clk_routes.png
(3 px per µm)
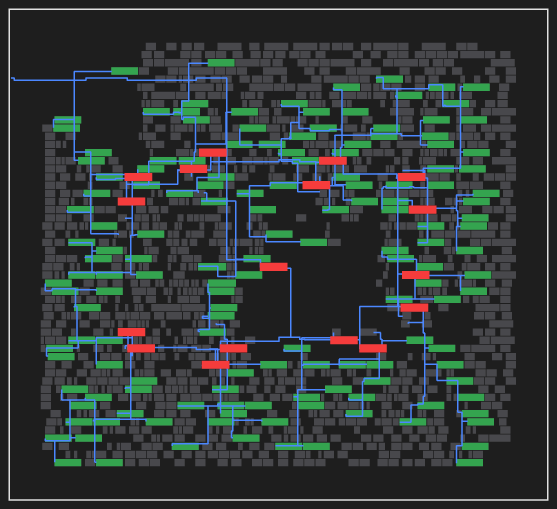
clocks.png
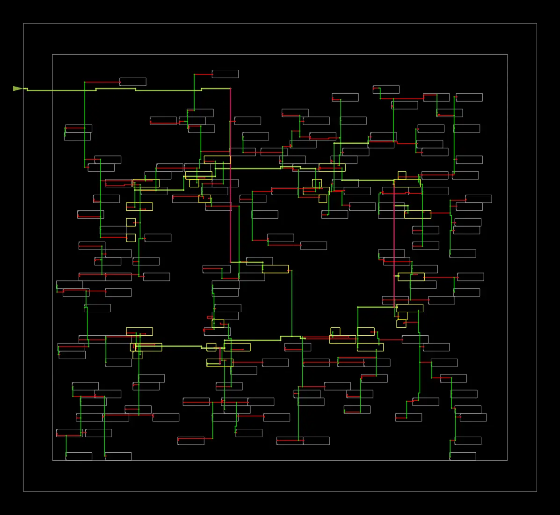
[src/rtl/bus_arbiter.sv]
// Two-master data-bus arbiter: decodes DM/Timer0/Timer1/INT, enforces per-device wait states, one transaction at a time.
// Define BUS_ARB_RR_EN for round-robin arbitration; otherwise m0 has fixed priority.
module bus_arbiter #(
  parameter int unsigned WAIT_DM  = 0,
  parameter int unsigned WAIT_DEV = 1
) (
  input  logic        clk,
  input  logic        reset,
  input  logic        m0_req,
  input  logic        m0_we,
  input  logic [31:0] m0_addr,
  input  logic [31:0] m0_wdata,
  input  logic [3:0]  m0_byteen,
  output logic [31:0] m0_rdata,
  output logic        m0_ready,
  output logic        m0_err,
  input  logic        m1_req,
  input  logic        m1_we,
  input  logic [31:0] m1_addr,
  input  logic [31:0] m1_wdata,
  input  logic [3:0]  m1_byteen,
  output logic [31:0] m1_rdata,
  output logic        m1_ready,
  output logic        m1_err,
  output logic [31:0] bus_addr,
  output logic [31:0] bus_wdata,
  output logic [3:0]  bus_byteen,
  output logic        dm_we,
  output logic        tc0_we,
  output logic        tc1_we,
  output logic        int_we,
  input  logic [31:0] dm_rdata,
  input  logic [31:0] tc0_rdata,
  input  logic [31:0] tc1_rdata,
  input  logic [31:0] int_rdata
);

  typedef enum logic [1:0] {S_IDLE, S_ACCESS, S_WAIT, S_DONE} state_t;
  typedef enum logic [1:0] {DEV_DM, DEV_TC0, DEV_TC1, DEV_INT} dev_t;

  localparam logic [3:0] WDM  = 4'(WAIT_DM);
  localparam logic [3:0] WDEV = 4'(WAIT_DEV);

  state_t      state;
  dev_t        dev;
  logic        gnt;
  logic        lat_we;
  logic [3:0]  cnt;

  logic        any_req;
  logic        pick_m1;
  logic        s_we;
  logic [31:0] s_addr;
  logic [31:0] s_wdata;
  logic [3:0]  s_byteen;
  dev_t        s_dev;
  logic        s_mapped;
  logic        s_illegal;
  logic [3:0]  wait_k;
  logic        last_cycle;
  logic [31:0] rd_dev;
  logic [31:0] rd_cap;

  assign any_req = m0_req | m1_req;

`ifdef BUS_ARB_RR_EN
  logic ptr;

  // On a tie the pointer picks the winner; it always moves to the master that lost.
  assign pick_m1 = m1_req & (~m0_req | ptr);

  always_ff @(posedge clk or posedge reset) begin
    if (reset) begin
      ptr <= 1'b0;
    end else if (state == S_IDLE && any_req) begin
      ptr <= ~pick_m1;
    end
  end
`else
  assign pick_m1 = m1_req & ~m0_req;
`endif

  always_comb begin
    s_we      = pick_m1 ? m1_we     : m0_we;
    s_addr    = pick_m1 ? m1_addr   : m0_addr;
    s_wdata   = pick_m1 ? m1_wdata  : m0_wdata;
    s_byteen  = pick_m1 ? m1_byteen : m0_byteen;
    s_dev     = DEV_DM;
    s_mapped  = 1'b1;
    if (s_addr <= 32'h0000_2FFF)
      s_dev = DEV_DM;
    else if (s_addr >= 32'h0000_7F00 && s_addr <= 32'h0000_7F0B)
      s_dev = DEV_TC0;
    else if (s_addr >= 32'h0000_7F10 && s_addr <= 32'h0000_7F1B)
      s_dev = DEV_TC1;
    else if (s_addr >= 32'h0000_7F20 && s_addr <= 32'h0000_7F23)
      s_dev = DEV_INT;
    else
      s_mapped = 1'b0;

    s_illegal = ~s_mapped;
    if (s_mapped && s_dev != DEV_DM) begin
      if (s_addr[1:0] != 2'b00)                          s_illegal = 1'b1;
      if (s_we && s_byteen != 4'hF)                      s_illegal = 1'b1;
      // Timer COUNT register at offset 0x8 is read-only.
      if (s_we && s_dev != DEV_INT && s_addr[3:0] == 4'h8) s_illegal = 1'b1;
    end
  end

  always_comb begin
    wait_k     = (dev == DEV_DM) ? WDM : WDEV;
    last_cycle = (state == S_ACCESS && wait_k == 4'd0) ||
                 (state == S_WAIT && cnt == 4'd1);
    rd_dev = dm_rdata;
    case (dev)
      DEV_DM:  rd_dev = dm_rdata;
      DEV_TC0: rd_dev = tc0_rdata;
      DEV_TC1: rd_dev = tc1_rdata;
      DEV_INT: rd_dev = int_rdata;
      default: rd_dev = dm_rdata;
    endcase
    rd_cap = lat_we ? '0 : rd_dev;
  end

  always_ff @(posedge clk or posedge reset) begin
    if (reset) begin
      state      <= S_IDLE;
      dev        <= DEV_DM;
      gnt        <= 1'b0;
      lat_we     <= 1'b0;
      cnt        <= '0;
      bus_addr   <= '0;
      bus_wdata  <= '0;
      bus_byteen <= '0;
      dm_we      <= 1'b0;
      tc0_we     <= 1'b0;
      tc1_we     <= 1'b0;
      int_we     <= 1'b0;
      m0_ready   <= 1'b0;
      m0_err     <= 1'b0;
      m0_rdata   <= '0;
      m1_ready   <= 1'b0;
      m1_err     <= 1'b0;
      m1_rdata   <= '0;
    end else begin
      case (state)
        S_IDLE: begin
          if (any_req) begin
            gnt        <= pick_m1;
            lat_we     <= s_we;
            dev        <= s_dev;
            bus_addr   <= s_addr;
            bus_wdata  <= s_wdata;
            bus_byteen <= s_byteen;
            if (s_illegal) begin
              state    <= S_DONE;
              m0_ready <= ~pick_m1;
              m0_err   <= ~pick_m1;
              m1_ready <= pick_m1;
              m1_err   <= pick_m1;
              m0_rdata <= '0;
              m1_rdata <= '0;
            end else begin
              state  <= S_ACCESS;
              dm_we  <= s_we && s_dev == DEV_DM;
              tc0_we <= s_we && s_dev == DEV_TC0;
              tc1_we <= s_we && s_dev == DEV_TC1;
              int_we <= s_we && s_dev == DEV_INT;
            end
          end
        end
        S_ACCESS, S_WAIT: begin
          dm_we  <= 1'b0;
          tc0_we <= 1'b0;
          tc1_we <= 1'b0;
          int_we <= 1'b0;
          cnt    <= (state == S_ACCESS) ? wait_k : cnt - 4'd1;
          if (last_cycle) begin
            state    <= S_DONE;
            m0_ready <= ~gnt;
            m1_ready <= gnt;
            m0_rdata <= gnt ? '0 : rd_cap;
            m1_rdata <= gnt ? rd_cap : '0;
          end else begin
            state <= S_WAIT;
          end
        end
        S_DONE: begin
          state    <= S_IDLE;
          m0_ready <= 1'b0;
          m0_err   <= 1'b0;
          m0_rdata <= '0;
          m1_ready <= 1'b0;
          m1_err   <= 1'b0;
          m1_rdata <= '0;
        end
        default: state <= S_IDLE;
      endcase
    end
  end

endmodule

[config.mk]
export PLATFORM = sky130hd
export DESIGN_NAME = bus_arbiter
export DESIGN_NICKNAME = d
export VERILOG_FILES = /design/src/rtl/bus_arbiter.sv
export SDC_FILE = /design/constraint.sdc
export NUM_CORES = 1
export LEC_CHECK = 0
export ABC_AREA = 0
export CORE_ASPECT_RATIO = 0.9
export CORE_MARGIN = 10
export CORE_UTILIZATION = 38
export DETAILED_ROUTE_END_ITERATION = 12
export GPL_ROUTABILITY_DRIVEN = 0
export PLACE_DENSITY = 0.75
export SLEW_MARGIN = 20
export SYNTH_ARGS = -nofsm -noshare
export SYNTH_HDL_FRONTEND = slang
export SYNTH_SLANG_ARGS = --single-unit
[constraint.sdc]
create_clock -name clk -period 4.8 [get_ports clk]
set_clock_uncertainty 0.15 [all_clocks]
set_input_delay 0.96 -clock clk [delete_from_list [all_inputs] [get_ports clk]]
set_output_delay 0.96 -clock clk [all_outputs]
set_load 0.02 [all_outputs]
==> impl_metrics.toml <==
# generated from flow reports
[worst_setup_path]
startpoint = "m1_req"
critPathMaxFanout = 32
crit_type = "in -> reg"
cp-start-kind = "primary input"
crit_arrival_ns = 4.08
worstPathRequired_ns = 4.93

[route]
wl_mm = 32.17
vias = 8012
drt_iter0_drc = 440
vias_per_cell = 5.233
antenna_left = 0

[pwr]
p_leak_nw = 5.783
power_density_nw_per_um2 = 521.1

[hold_path]
worst_hold_path_type = "reg -> reg"

[yosys]
ys.flops = 150
ys_types = 47
synth-edff-count = 0
area_leaders = "dfrtp_1, mux2i_1, mux4_2"
ys_area_um2 = 8648
yosysCellCount = 844
top_cells_by_count = "nand2_1, dfrtp_1, o21ai_0"
top_cell = "nand2_1"
synth_cells = 844
syn_nets = 1121
synth_area_um2 = 8648

[clock_tree]
cts_made_buffers = 17
cts-resized-gates = 0
post_cts_buffers = 0
ctsHoldBuffers = 0
ctsLongestPathBuffers = 2
h-tree-depth = 4

[run]
warning_count = 33
drv_cap = 0

[global_routing]
grt_usage_pct = 21.42
antenna_found_initial = 0

[cells_and_area]
layout-drive-gt1-share_pct = 12.56
fin_nets = 1498
antenna_cells = 0
fin_util_pct = 60.16

[sta]
setup_viol = 0
timing.final.crit_share_pct = 82.29
fmax_mhz = 253.2
slew_headroom_pct = 29.36
hold_viol = 0

[floorplanning]
initCoreUtil_pct = 38.53
die_area_um2 = 29200

[status]
outcome = "finished, final reports clean"
## Picture notes: clk_routes.png
[clock wires] blue | length: 2150 µm
[flip-flops] green | count: 150
[clock drivers] red | count: 17
flops lie	all over the die

## Picture notes: clocks.png
clk ins delay skew pair: 0.43 ns
clock buffers: 17
clock sink count: 150
clock group power: 1.30 mW
flop count: 150

## logic make-up (layout without fill, tap and decap cells)
group,Yosys count,count (layout),synth area share (%)
compound gates,175,175,16.29
fa+ha+maj,7,7,1.013
buf+inv,79,469,4.456
flops,150,150,43.40
mux,107,107,17.17
simple gates,326,326,17.66
## registers in the layout (all words and copies together), names as in the netlist, 2 cells and up
signal,cells
bus_addr,32
bus_wdata,32
m0_rdata,32
m1_rdata,32
bus_byteen,4
cnt,4
dev,2
state,2
## layer usage
metal  vias up  GRT usage (%)  part of all wire [%]  wire (µm)
met5         -              0                     0          0
met4         0          4.206                   1.3        420
met3        22          7.687                   8.1       2609
met2       270          36.92                    51      16550
met1      3897          25.19                    39      12590
li1       3823              -                     -          -
## power by group
part | total (mW) | leakage (nW) | switching, mW | internal, mW
clock | 1.30 | 0.273 | 0.611 | 0.685
sequential | 2.06 | 1.93 | 0.314 | 1.74
combinational | 3.68 | 3.58 | 2.12 | 1.56
## worst max-delay path, cell delays in order
cell	delay (ns)
clkdlybuf4s50_1	0.64
nor4bb_1	0.32
a31o_2	0.18
o221ai_2	0.13
a2111oi_4	0.50
o311a_2	0.27
o32a_2	0.83
o211ai_1	0.21
## placed cells by master, fill, tap and decap left out, types with 3 or more instances in the layout
| cell type | instances |
|---|---|
| and3_1 | 3 |
| nor3_1 | 6 |
| o211ai_2 | 55 |
| nand2_1 | 158 |
| inv_6 | 7 |
| clkinvlp_4 | 3 |
| ha_1 | 6 |
| nand4_1 | 8 |
| clkbuf_16 | 17 |
| mux4_2 | 32 |
| nor4_1 | 8 |
| nand2b_1 | 36 |
| o211ai_1 | 9 |
| nand3b_1 | 4 |
| clkdlybuf4s50_1 | 409 |
| buf_4 | 16 |
| mux2i_1 | 73 |
| dfrtp_1 | 148 |
| o221ai_1 | 3 |
| o21ai_0 | 82 |
| a21oi_1 | 6 |
| inv_1 | 10 |
| nand3_1 | 71 |
| nor2_1 | 14 |
| or3_1 | 5 |
## stage by stage
step | hold slack [ns] | power, mW | instance area [µm²] | worst slack (ns) | instances
2_1_floorplan | 0.3300 | 4.274 | 8652 | 1.714 | 844
3_3_place_gp | 0.3106 | 5.719 | 12940 | 0.4500 | 1499
3_5_place_dp | 0.3199 | 5.797 | 12940 | 0.4034 | 1499
4_1_cts | 0.3354 | 7.128 | 13500 | 0.8504 | 1531
5_1_grt | 0.3549 | 7.532 | 13500 | 0.6490 | 1531
6_report | 0.3288 | 7.036 | 13500 | 0.8500 | 1531
## worst min path at each step
stage / to / slack (ns) / cells after the start
global placement: bus_wdata[26]$_DFFE_PP0P_ / 0.31 / 2
detailed placement: bus_addr[7]$_DFFE_PP0P_ / 0.32 / 2
finish: bus_addr[18]$_DFFE_PP0P_ / 0.33 / 2
CTS: bus_addr[18]$_DFFE_PP0P_ / 0.34 / 2
floorplan: cnt[2]$_DFFE_PP0N_ / 0.33 / 1
global route: bus_addr[4]$_DFFE_PP0P_ / 0.35 / 2
## cell type report
class                      count  area (µm²)  area share, %
multi-input combinational    615        4533          33.57
timing repair buffer         426        4234          31.36
sequential                   150        3756          27.82
clock buffer                  17       425.4          3.150
tap                          297       371.6          2.752
clock inverter                15       137.6          1.019
inverter                      11       45.04         0.3336
Power and IR drop assume default switching activity.
